**Supply network**

(8 px per um) Pins as bars on the die edge.
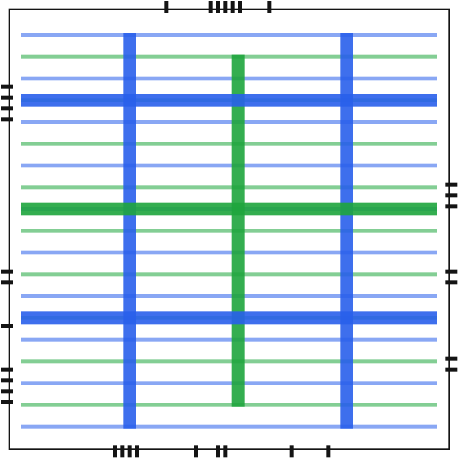
**Cells by drive strength**

(4 px per um)
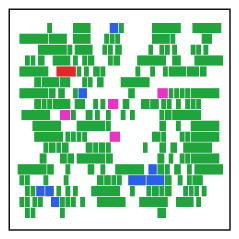
Design kmap_sweep_ctrl, sky130hd; sources not shown.
==> qor_table.md <==
| Group | Result | Value |
| --- | --- | --- |
| outcome | Result of the run | complete, no violations |
| setup path | Slowest-stage cell, CP | dfxtp_1 |
| yosys | Chip area line of the yosys report | 1394 um^2 |
| sta | Final worst path period need | 1856 ps |
| hold path | Hold crit path type | in2reg |
| yosys | Post-synthesis adder-cell area fraction | 8.977% |
| global route | Total routing usage reported by global routing | 18.79% |
| final layout | Share of final-layout standard cells stronger than drive strength 1 | 6.566% |
| yosys | Mux share | 0% |
| yosys | Syn Std Cell Area | 1394 um^2 |
| setup path | Reg2reg path depth | 7 |
| sta | Final Cycle Share | 77.35% |
| setup path | Critical path launch point type | register |
| sta | Setup violations, final | 0 |
| route | Met3 Routed Length | 155 um |
| route | Total wire length | 2590 um |
| yosys | Post-synthesis simple-gate area fraction | 31.06% |
| global route | Global-route wire length before repair | 4064 um |
| route | Post-DRT Antenna Nets | 0 |
| job | Total tool warning count | 30 |
| clock tree | Clock transition time at the flip-flop clock pins of the worst setup and hold paths | 140 ps |
| yosys | Async SR Flop Fraction | 0% |
| final layout | Max reg flops | 8 |
| setup path | Longest individual stage delay on the worst path | 380 ps |
| power | Power density of the placed cells | 831.8 nW/um^2 |
| route | DRC violations left | 0 |
| floorplan | Chip footprint | 3003 um^2 |
| yosys | AND-OR/OR-AND share of the synthesized area | 10.95% |
| floorplan | Floorplan Utilization | 54.77% |
| global route | Total overflow reported by the global router | 0 |
| clock tree | Number of buffers inserted by hold repair at cts | 0 |
| clock tree | Buffer count from post-CTS setup fixing | 0 |
| sta | Relative max-transition margin | 58.90% |
| sta | Post-Route Hold Slack | 203.3 ps |
| route | Met2 WL | 1231 um |
| route | M1 WL | 1195 um |
-- 'supply network' (at the start) --
net	color
VSS	blue
VDD	green
met4 straps	3
met1 rails	19
met5 straps	3
rows	18
Die X-Extent: 54.80 um
Max rail drop VDD: 528.2 uV
die outline height: 54.80 um
Core ar.: 2545 um^2

-- 'cells by drive strength' (at the start) --
size	color	cells	share	most used
drive 1 or less	green	185	93%	nand2_1
drive 3 to 4	magenta	4	2.0%	clkbuf_4
drive 2	blue	8	4.0%	nor2_2
drive 6 and up	red	1	0.51%	clkbuf_8
number of ordinary and repair buffers in the finished layout: 1
Design Area, Final: 1426 um^2
final setup slack of the worst path: 543.6 ps
area delta synth->final: 2.334%

## placed cells by master, fill, tap and decap left out, types with 3 or more instances in the layout
master    Yosys  final
nand4_1       5      5
nor2_1       25     25
inv_1        28     28
a21oi_1      17     17
nand3_1      15     15
ha_1         10     10
nand2_1      50     50
nor2_2        4      4
clkbuf_4      0      3
o21ai_0       3      3
dfxtp_1      26     26
## area by class of cell
| cell class | count | area, um^2 |
|---|---|---|
| clock buffers | 4 | 36.28 |
| fillers | 263 | 1119 |
| inverters | 28 | 105.1 |
| multi-input cells | 139 | 719.4 |
| flip-flops and latches | 26 | 520.5 |
| well taps | 30 | 37.54 |
| repair buffers | 1 | 7.507 |
## cell usage after synthesis, drive strengths merged, types with 2 or more instances
cell type / n / area share, %
ha: 10 / 9.0
nand3: 15 / 5.4
a21oi: 17 / 6.1
nor2: 29 / 8.5
inv: 28 / 7.5
nand4: 5 / 2.2
dfxtp: 26 / 37
nand2: 52 / 14
o21ai: 4 / 1.4
buf: 6 / 3.2
a22oi: 2 / 1.8
## cell families after synthesis
kind of cell | after synthesis
compound gates | 26
xor+xnor | 1
fa+ha+maj | 10
buf+inv | 35
flops | 26
simple gates | 102
## metal layers
metal	vias up	global-route usage (%)
li1	627	-
met1	530	20.50
met2	32	34.54
met3	2	7.222
met4	0	2.564
met5	-	0
## worst max-delay path: cells and delay by family, from the launching register on
family        cells  cell delay (ps)
fa+ha+maj         1              260
buf+inv           1               90
flops             1              380
simple gates      1              340
## through the flow
stage / utilization [%] / instances / instance area (um^2)
2_1_floorplan: - / 193 / 1345
3_3_place_gp: 54.62 / 224 / 1390
3_5_place_dp: 54.62 / 224 / 1390
4_1_cts: 56.05 / 228 / 1426
5_1_grt: 56.05 / 228 / 1426
6_report: 56.05 / 228 / 1426
## power breakdown
group          leakage, uW  internal (uW)  switching [uW]  total (uW)
sequential        0.000211            495             111         606
clock            0.0000210           92.8             125         218
combinational     0.000392            129             234         363
total             0.000624            717             469        1190
No activity file was given, so power comes from the tool's default toggle rates.
